Run 1, cell outlines without signal wires:
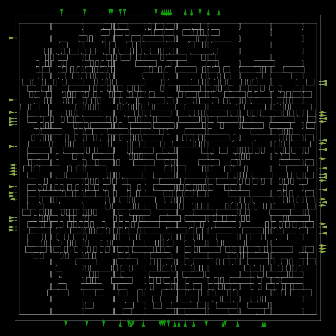
Run 1, sequential cells colored by netlist name:
Other sequential cells in the stronger gray, the rest of the logic in the fainter gray.
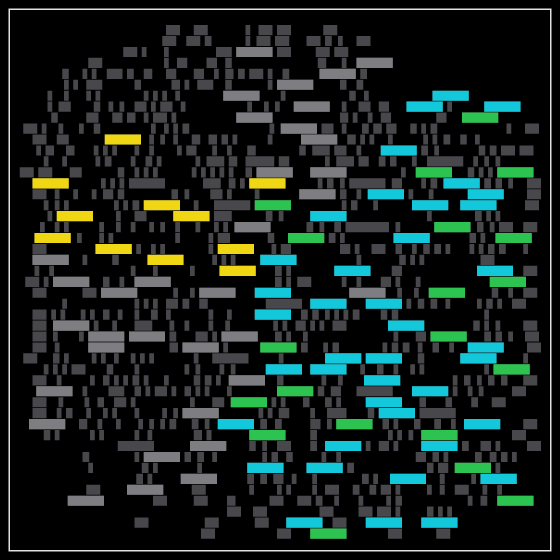
Run 1, M3 wires:
Scale bar: 50 um. Cells faint in the background.
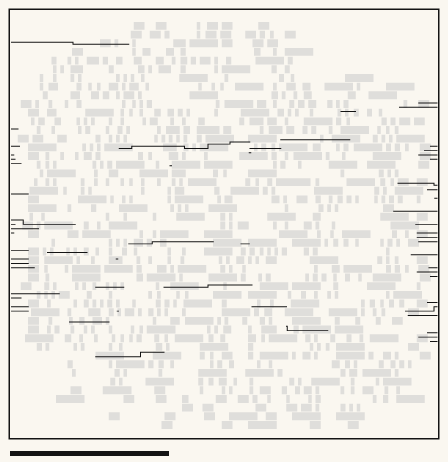
==> src/rtl/co_k_rom_reader.sv <==
// co_k_rom_reader
// Reads a burst of coefficient words from a synchronous ROM (one-cycle read
// latency) and presents them as a valid/ready stream.
//
// Ports:
//   clk, rst        single clock, asynchronous active-high reset
//   start_i         one-cycle burst request (ignored while busy)
//   base_addr_i     first ROM address of the burst, sampled with start_i
//   len_i           number of words in the burst (0..2^ADDR_W), sampled with start_i
//   rom_en_o        ROM read enable
//   rom_addr_o      ROM read address, holds the last issued address when idle
//   rom_data_i      ROM read data, valid the cycle after rom_en_o=1
//   coef_o          stream data
//   coef_val_o      stream valid
//   coef_rdy_i      stream ready
//   coef_last_o     marks the final word of the burst (qualified by coef_val_o)
//   busy_o          high from the accepted start until burst completion
//   done_o          one-cycle pulse on burst completion (also for len_i=0)
//   dbg_state_o     current FSM state (0 IDLE, 1 RUN, 2 DRAIN)
//
// Stream handshake: a word transfers on every rising clk edge where
// coef_val_o=1 and coef_rdy_i=1; once coef_val_o is raised, coef_o and
// coef_last_o hold steady and coef_val_o stays high until that transfer.
//
// Buffering: the stream output register is followed by a 2-entry FIFO.
// Incoming ROM data goes straight into the output register when that register
// is free and the FIFO is empty, otherwise it is queued. A read is issued only
// when FIFO occupancy plus reads in flight is below 2, so the FIFO can never
// overflow, yet a continuous one-word-per-cycle flow is still possible.

module co_k_rom_reader #(
    parameter int ADDR_W = 10,
    parameter int DATA_W = 20
) (
    input  logic              clk,
    input  logic              rst,
    input  logic              start_i,
    input  logic [ADDR_W-1:0] base_addr_i,
    input  logic [ADDR_W:0]   len_i,
    output logic              rom_en_o,
    output logic [ADDR_W-1:0] rom_addr_o,
    input  logic [DATA_W-1:0] rom_data_i,
    output logic [DATA_W-1:0] coef_o,
    output logic              coef_val_o,
    input  logic              coef_rdy_i,
    output logic              coef_last_o,
    output logic              busy_o,
    output logic              done_o,
    output logic [1:0]        dbg_state_o
);

    typedef enum logic [1:0] {
        S_IDLE  = 2'd0,
        S_RUN   = 2'd1,
        S_DRAIN = 2'd2
    } state_t;

    localparam logic [ADDR_W:0]   LEN_ONE  = {{ADDR_W{1'b0}}, 1'b1};
    localparam logic [ADDR_W-1:0] ADDR_ONE = {{(ADDR_W-1){1'b0}}, 1'b1};

    state_t            r_state;
    logic [ADDR_W-1:0] r_next_addr;      // address of the next read to schedule
    logic [ADDR_W:0]   r_issue_left;     // reads not yet scheduled
    logic              r_rom_en;
    logic [ADDR_W-1:0] r_rom_addr;
    logic              r_rom_last;       // the read issued this cycle is the final one
    logic              r_inflight;       // rom_data_i carries a word this cycle
    logic              r_inflight_last;
    logic [DATA_W-1:0] r_fifo_data [0:1];
    logic [1:0]        r_fifo_last;
    logic [1:0]        r_cnt;            // FIFO occupancy, 0..2
    logic [DATA_W-1:0] r_coef;
    logic              r_val;
    logic              r_last;
    logic              r_busy;
    logic              r_done;

    logic              w_pop;
    logic              w_refill;
    logic              w_take_fifo;
    logic              w_take_in;
    logic              w_push;
    logic              w_wr_idx;
    logic [1:0]        w_cnt_nxt;
    logic              w_start_ok;
    logic [ADDR_W:0]   w_left_nxt;
    logic [ADDR_W-1:0] w_addr_nxt;
    logic              w_run_nxt;
    logic              w_sched;
    logic              w_last_xfer;

    always_comb begin
        w_pop       = r_val & coef_rdy_i;
        // The output register can accept a word if empty or emptying now.
        w_refill    = ~r_val | w_pop;
        w_take_fifo = w_refill & (r_cnt != 2'd0);
        w_take_in   = w_refill & (r_cnt == 2'd0) & r_inflight;
        w_push      = r_inflight & ~w_take_in;
        // Slot for the incoming word after any shift caused by a FIFO pop.
        w_wr_idx    = w_take_fifo ? (r_cnt == 2'd2) : (r_cnt == 2'd1);
        w_cnt_nxt   = r_cnt - {1'b0, w_take_fifo} + {1'b0, w_push};

        w_start_ok  = (r_state == S_IDLE) & start_i & (len_i != '0);
        w_left_nxt  = w_start_ok ? len_i : r_issue_left;
        w_addr_nxt  = w_start_ok ? base_addr_i : r_next_addr;
        w_run_nxt   = w_start_ok | ((r_state == S_RUN) & ~(r_rom_en & r_rom_last));
        // Decide next cycle's read from next cycle's occupancy; the read issued
        // this cycle (r_rom_en) is the one that will be in flight then.
        w_sched     = w_run_nxt & (w_left_nxt != '0) &
                      (({1'b0, w_cnt_nxt} + {2'b00, r_rom_en}) < 3'd2);
        w_last_xfer = w_pop & r_last;
    end

    always_ff @(posedge clk or posedge rst) begin
        if (rst) begin
            r_state         <= S_IDLE;
            r_next_addr     <= '0;
            r_issue_left    <= '0;
            r_rom_en        <= 1'b0;
            r_rom_addr      <= '0;
            r_rom_last      <= 1'b0;
            r_inflight      <= 1'b0;
            r_inflight_last <= 1'b0;
            r_fifo_data[0]  <= '0;
            r_fifo_data[1]  <= '0;
            r_fifo_last     <= '0;
            r_cnt           <= '0;
            r_coef          <= '0;
            r_val           <= 1'b0;
            r_last          <= 1'b0;
            r_busy          <= 1'b0;
            r_done          <= 1'b0;
        end else begin
            r_done <= 1'b0;

            case (r_state)
                S_IDLE: begin
                    if (start_i) begin
                        if (len_i != '0) begin
                            r_state <= S_RUN;
                            r_busy  <= 1'b1;
                        end else begin
                            r_done  <= 1'b1;
                        end
                    end
                end
                S_RUN: begin
                    if (r_rom_en && r_rom_last) begin
                        r_state <= S_DRAIN;
                    end
                end
                S_DRAIN: begin
                    if (w_last_xfer) begin
                        r_state <= S_IDLE;
                        r_busy  <= 1'b0;
                        r_done  <= 1'b1;
                    end
                end
                default: begin
                    r_state <= S_IDLE;
                    r_busy  <= 1'b0;
                end
            endcase

            // Read issue: address only moves when a read is issued.
            r_rom_en <= w_sched;
            if (w_sched) begin
                r_rom_addr   <= w_addr_nxt;
                r_rom_last   <= (w_left_nxt == LEN_ONE);
                r_next_addr  <= w_addr_nxt + ADDR_ONE;
                r_issue_left <= w_left_nxt - LEN_ONE;
            end
            r_inflight      <= r_rom_en;
            r_inflight_last <= r_rom_en & r_rom_last;

            // Output register refill, FIFO head first to keep order.
            if (w_take_fifo) begin
                r_coef <= r_fifo_data[0];
                r_last <= r_fifo_last[0];
                r_val  <= 1'b1;
            end else if (w_take_in) begin
                r_coef <= rom_data_i;
                r_last <= r_inflight_last;
                r_val  <= 1'b1;
            end else if (w_pop) begin
                r_val  <= 1'b0;
                r_last <= 1'b0;
            end

            // FIFO shift on pop; a same-cycle push to slot 0 overrides the shift.
            if (w_take_fifo) begin
                r_fifo_data[0] <= r_fifo_data[1];
                r_fifo_last[0] <= r_fifo_last[1];
            end
            if (w_push) begin
                r_fifo_data[w_wr_idx] <= rom_data_i;
                r_fifo_last[w_wr_idx] <= r_inflight_last;
            end
            r_cnt <= w_cnt_nxt;
        end
    end

    assign rom_en_o    = r_rom_en;
    assign rom_addr_o  = r_rom_addr;
    assign coef_o      = r_coef;
    assign coef_val_o  = r_val;
    assign coef_last_o = r_last;
    assign busy_o      = r_busy;
    assign done_o      = r_done;
    assign dbg_state_o = r_state;

endmodule

==> config.mk <==
export PLATFORM = sky130hd
export DESIGN_NAME = co_k_rom_reader
export DESIGN_NICKNAME = d
export VERILOG_FILES = /design/src/rtl/co_k_rom_reader.sv
export SDC_FILE = /design/constraint.sdc
export NUM_CORES = 1
export LEC_CHECK = 0
export ABC_AREA = 1
export CAP_MARGIN = 10
export CELL_PAD_IN_SITES_DETAIL_PLACEMENT = 1
export CELL_PAD_IN_SITES_GLOBAL_PLACEMENT = 2
export CORE_MARGIN = 1.5
export CORE_UTILIZATION = 31
export DETAILED_ROUTE_END_ITERATION = 10
export GPL_ROUTABILITY_DRIVEN = 0
export PLACE_DENSITY_LB_ADDON = 0.25
export SLEW_MARGIN = 20
export SYNTH_ARGS = -nofsm -noshare
export SYNTH_HDL_FRONTEND = slang
export SYNTH_SLANG_ARGS = --single-unit
==> constraint.sdc <==
create_clock -name clk -period 3.6 [get_ports clk]
set_clock_uncertainty 0.1 [all_clocks]
set_input_delay 0.36 -clock clk [delete_from_list [all_inputs] [get_ports clk]]
set_output_delay 0.36 -clock clk [all_outputs]
set_load 0.03 [all_outputs]
==> out/results.txt, run 1 <==
Cell taking the most area after synthesis: dfrtp_1
Clock Path Buffers: 2
Pins over their slew limit: 0
Layout filler cell count: 2043
Syn Inst Count: 685
Final std cells w/o fill: 979
Number of enable flip-flop cells: 0
Detailed Place HPWL: 9952 um
Cell area after placement: 6311 sq um
Largest net degree at the start of global routing: 59
CP endpoint kind: flop
Clock Sinks: 105
Fp util: 31.94%
Seq share, synth: 49.25%
Total track usage: 17.14%
Leading register cell type out of synthesis: dfrtp_1
Status: finished, final reports clean
Die area: 18010 sq um
Avg Cell Area, Syn: 7.788 sq um
Total gr overflow: 0
Mapped Area: 5335 sq um
Die Span Y: 134.2 um
CP Capture Point: r_next_addr[8]
DRC: 0
H-tree levels: 3
Top cell area share: 49.25%
Crit-path max FO: 46
Cts hold-fix bufs: 0
Worst slack, placed: 0.3275 ns
Net count, final: 805
Async SR Flop Fraction: 100.0%
CP startpoint kind: input pin
R2r startpoint: coef_val_o
Critical path origin: len_i[9]
Worst reg2reg path depth: 13
Min-Delay Path Class: flop to flop
Tmin final: 2.848 ns
Final Hold Viols: 0
Die Span X: 134.2 um
-- 'cell outlines without signal wires' (at the start) --
n_taps: 220
fin util: 39.65%

-- 'sequential cells colored by netlist name' (at the start) --
[yellow] r_issue_left | placed flops: 11
[green] coef_o | placed flops: 20
[cyan] r_fifo_data | placed flops: 40
Storage cell area: 2628 sq um
sequential-cell power consumption: 2.05 mW
Seq/total area: 39.68%

-- 'M3 wires' (at the start) --
share of all routed wire: 3.5%
nets with wire on the layer: 49
longest straight run: 21.6 um
WL final: 14290 um
met3 usage: 3.930%
via count of the routed design: 4646

-- run 1: cell usage in the layout, fill, tap and decap left out, drive strengths merged --
| cell type | n |
|---|---|
| clkinv | 2 |
| dfrtp | 105 |
| nand4 | 5 |
| clkdlybuf4s50 | 81 |
| or2 | 1 |
| buf | 8 |
| o21bai | 1 |
| o211ai | 15 |
| nand2 | 252 |
| ha | 6 |
| inv | 84 |
| xnor2 | 4 |
| a31oi | 1 |
| xor2 | 6 |
| nor2 | 27 |
| a21oi | 3 |
| bufinv | 1 |
| nand3 | 30 |
| and2 | 1 |
| o21ai | 110 |
| nor3 | 1 |
| clkbuf | 10 |
| nand3b | 5 |
-- run 1: how the worst min path moves through the flow --
stage               slack (ns)  depth (start not counted)         endpoint             from
CTS                       0.38                          0       r_inflight         rom_en_o
floorplan                 0.35                          2  r_issue_left[6]  r_issue_left[6]
global route              0.37                          0       r_inflight         rom_en_o
detailed placement        0.37                          2   r_next_addr[7]   r_next_addr[7]
finish                    0.36                          0       r_inflight         rom_en_o
global placement          0.36                          2   r_next_addr[9]   r_next_addr[9]
-- run 1: cells by family (layout without fill, tap and decap cells) --
logic type / after synthesis / after routing / synth area share, %
adder cells (fa/ha/maj): 6 / 6 / 1.407
AND/OR/NAND/NOR: 322 / 322 / 25.45
flip-flops: 105 / 105 / 49.25
buffers and inverters: 112 / 186 / 9.146
AND-OR/OR-AND: 130 / 130 / 13.11
XOR/XNOR: 10 / 10 / 1.642
-- run 1: critical path: stages --
cell and delay [ns]:
clkdlybuf4s50_1 0.44, nor2_1 0.11, nand2_1 0.09, nor2_2 0.18, nand2_4 0.18, nand2_4 0.32
nand2_1 0.09, nand2_1 0.15, inv_1 0.08, ha_1 0.19, inv_1 0.05, nor2_1 0.04
nand2_2 0.11, nand2_8 0.19, inv_4 0.26, nand2_1 0.09, nand2_1 0.07
-- run 1: power by group --
| group | internal [mW] | switching [mW] |
|---|---|---|
| Clock | 0.569 | 0.479 |
| Sequential | 1.76 | 0.288 |
| Combinational | 1.16 | 2.30 |
-- run 1: cell type report --
class	count	area, sq um	share of cell area (%)
flip-flops and latches	105	2628	39.68
multi-input cells	468	2228	33.65
repair buffers	89	870.8	13.15
inverters	81	309.0	4.667
well taps	220	275.3	4.156
clock buffers	10	239.0	3.609
clock inverters	6	72.57	1.096
-- run 1: sequential cells by signal (all words and copies together), names as in the netlist --
signal / count
busy_o: 1
coef_last_o: 1
coef_o: 20
coef_val_o: 1
dbg_state_o: 2
done_o: 1
r_cnt: 2
r_fifo_data: 40
r_fifo_last: 2
r_inflight: 1
r_inflight_last: 1
r_issue_left: 11
r_next_addr: 10
r_rom_last: 1
rom_addr_o: 10
rom_en_o: 1
-- run 1: metal layers --
layer  up-vias  track usage [%]  routed length, um
met5         -                0                  0
li1       2299                -                  -
met2        68            29.89               7223
met1      2267            21.49               6415
met4         0            4.122                154
met3        12            3.930                495
Run 1, metal 1:
Scale bar: 50 um. Cells faint in the background.
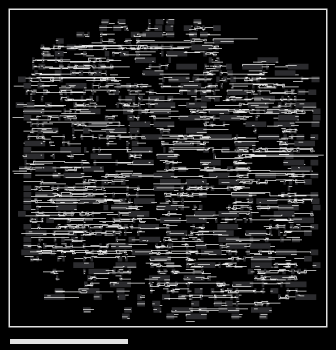

==> run 2: changes to the inputs <==
--- a/config.mk
+++ b/config.mk
@@ -10,7 +10,7 @@
 export CELL_PAD_IN_SITES_DETAIL_PLACEMENT = 1
 export CELL_PAD_IN_SITES_GLOBAL_PLACEMENT = 2
 export CORE_MARGIN = 1.5
-export CORE_UTILIZATION = 31
+export CORE_UTILIZATION = 28
 export DETAILED_ROUTE_END_ITERATION = 10
 export GPL_ROUTABILITY_DRIVEN = 0
 export PLACE_DENSITY_LB_ADDON = 0.25
==> constraint.sdc (replaced) <==
create_clock -name clk -period 2.6 [get_ports clk]
set_clock_uncertainty 0.1 [all_clocks]
set_input_delay 0.26 -clock clk [delete_from_list [all_inputs] [get_ports clk]]
set_output_delay 0.26 -clock clk [all_outputs]
set_load 0.03 [all_outputs]
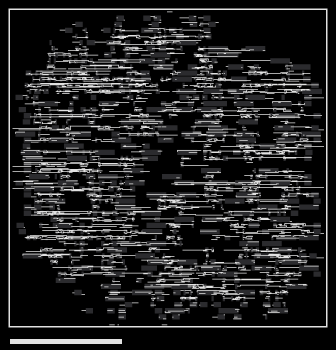
Run 2: metal 1
Scale bar: 50 um. Cells faint in the background.
longest straight run: 35.9 um
share of all routed wire: 44%
nets with wire on the layer: 770
WL final: 14950 um
met1 Use GR: 18.34%
via count of the routed design: 4778

==> run 2 against run 1 <==
Compared with the run above:
- final cell count grew 5.4%
- via count grew 2.8%
- sequential share of layout area shrank 2.2 points
- die area grew 10%
- synthesized cell count is the same
- first-iteration DRC count shrank 15%
- combinational power grew 55%
- critical endpoint is now r_issue_left[7]
==> out/results.txt, run 2 <==
Status: finished, final reports clean (unchanged)
Net count, final: 844 (was 805)
CP peak stage delay: 0.44 ns (about the same)
Clock Sinks: 105 (unchanged)
Leading register cell type out of synthesis: dfrtp_1 (unchanged)
CP endpoint kind: flop (unchanged)
CP bufs+invs: 4 (unchanged)
Top reg by flops: r_fifo_data (unchanged)
DRC: 0 (unchanged)
Number of enable flip-flop cells: 0 (unchanged)
Cts hold-fix bufs: 0 (unchanged)
Critical-path cell list: inv_1 > nor2_1 > buf_4 > o21ai_1 > ha_1 > inv_1 > ha_1 > a21oi_1 > and2_2 > nand2_8 > buf_4 > nand2_1 > nand2_1 (was clkdlybuf4s50_1 > nor2_1 > nand2_1 > nor2_2 > nand2_4 > nand2_4 > nand2_1 > nand2_1 > inv_1 > ha_1 > inv_1 > nor2_1 > nand2_2 > nand2_8 > inv_4 > nand2_1 > nand2_1)
Syn Inst Count: 685 (unchanged)
Fin util: 37.51% (was 39.65%)
Detailed Place HPWL: 10780 um (was 9952 um)
Max reg flops: 40 (unchanged)
Tmin final: 2.414 ns
Crit-path leading delay family: adder cells (was simple AND/OR/NAND/NOR gates)
GRT busiest layer: met2 (unchanged)
H-tree levels: 3 (unchanged)
Async SR Flop Fraction: 100.0% (unchanged)
Cell taking the most area after synthesis: dfrtp_1 (unchanged)
Largest net degree at the start of global routing: 43 (was 59)
Clock Path Buffers: 2 (unchanged)
Routing usage on met2: 29.53% (was 29.89%)
Crit-path max FO: 13 (was 46)
Seq share, synth: 49.25% (unchanged)
Final Hold Viols: 0 (unchanged)
Pins over their slew limit: 0 (unchanged)
Die Span X: 141.0 um (was 134.2 um)
Avg Cell Area, Syn: 7.788 sq um (unchanged)
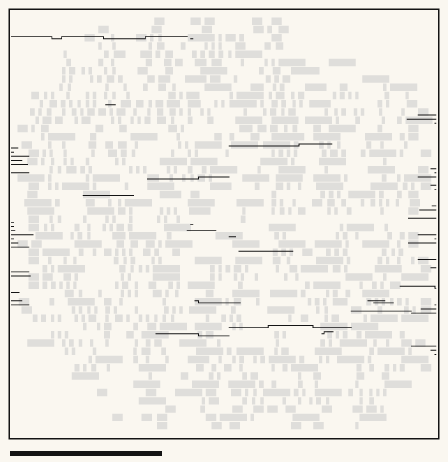
Run 2: M3 wires
Scale bar: 50 um. Cells faint in the background.
wire length on this layer: 454 um
longest straight run: 23.0 um
main direction: horizontal
met3 usage: 3.804%

## run 2: kinds of logic (layout without fill, tap and decap cells)
family / after synthesis / after routing / share of synthesized area, %
buffers and inverters: 112 / 225 / 9.146
DFF: 105 / 105 / 49.25
xor gates and xnor gates: 10 / 10 / 1.642
adders and majority gates: 6 / 6 / 1.407
and+or+nand+nor: 322 / 322 / 25.45
AOI/OAI and AO/OA: 130 / 130 / 13.11
## run 2: layout make-up
cell class	count	area (sq um)	area share, %
Multi-Input combinational cell	468	2230	31.78
Sequential cell	105	2629	37.47
Timing Repair Buffer	128	1239	17.66
Tap cell	234	292.8	4.173
Clock buffer	10	239.0	3.406
Inverter	81	312.8	4.459
Clock inverter	6	73.82	1.052
## run 2: through the flow
stage	hold slack (ns)	setup WS (ns)	cells	cell area [sq um]	power, mW
after floorplan	0.2810	0.05150	685	5341	6.505
after global placement	0.3624	-0.03047	1016	6699	8.028
after detailed placement	0.3462	-0.1309	1016	6699	8.297
after CTS	0.03588	0.1283	1032	7012	9.819
after global routing	0.04209	0.01592	1032	7015	10.57
final	0.04356	0.1856	1032	7015	9.659
## run 2: per-layer routing
layer	vias up	share of wire, %
li1	2367	-
met1	2333	44
met2	66	51
met3	12	3.0
met4	0	1.2
met5	-	0
## run 2: power by group
part / total (mW) / internal [mW] / leakage [nW] / switching (mW)
sequential: 2.83 / 2.43 / 1.29 / 0.399
combinational: 5.36 / 2.04 / 1.95 / 3.32
clock: 1.46 / 0.786 / 0.147 / 0.675
total: 9.66 / 5.26 / 3.39 / 4.40
## run 2: worst max path at each step
stage	start	endpoint	slack (ns)
3_5_place_dp	coef_rdy_i	r_next_addr[3]	-0.13
4_1_cts	coef_val_o	r_issue_left[7]	0.13
2_1_floorplan	coef_val_o	r_next_addr[2]	0.05
5_1_grt	r_cnt[1]	rom_addr_o[3]	0.02
6_report	coef_val_o	r_issue_left[7]	0.19
3_3_place_gp	coef_rdy_i	rom_addr_o[9]	-0.03
## run 2: worst register-to-register path, delay by kind of cell (launching register included)
family	cells	cell delay, ns
AND/OR/NAND/NOR	5	0.46
AND-OR/OR-AND	2	0.34
flip-flops	1	0.44
adder cells (fa/ha/maj)	2	0.51
buffers and inverters	4	0.45
Power is estimated from default activity; no workload was simulated.
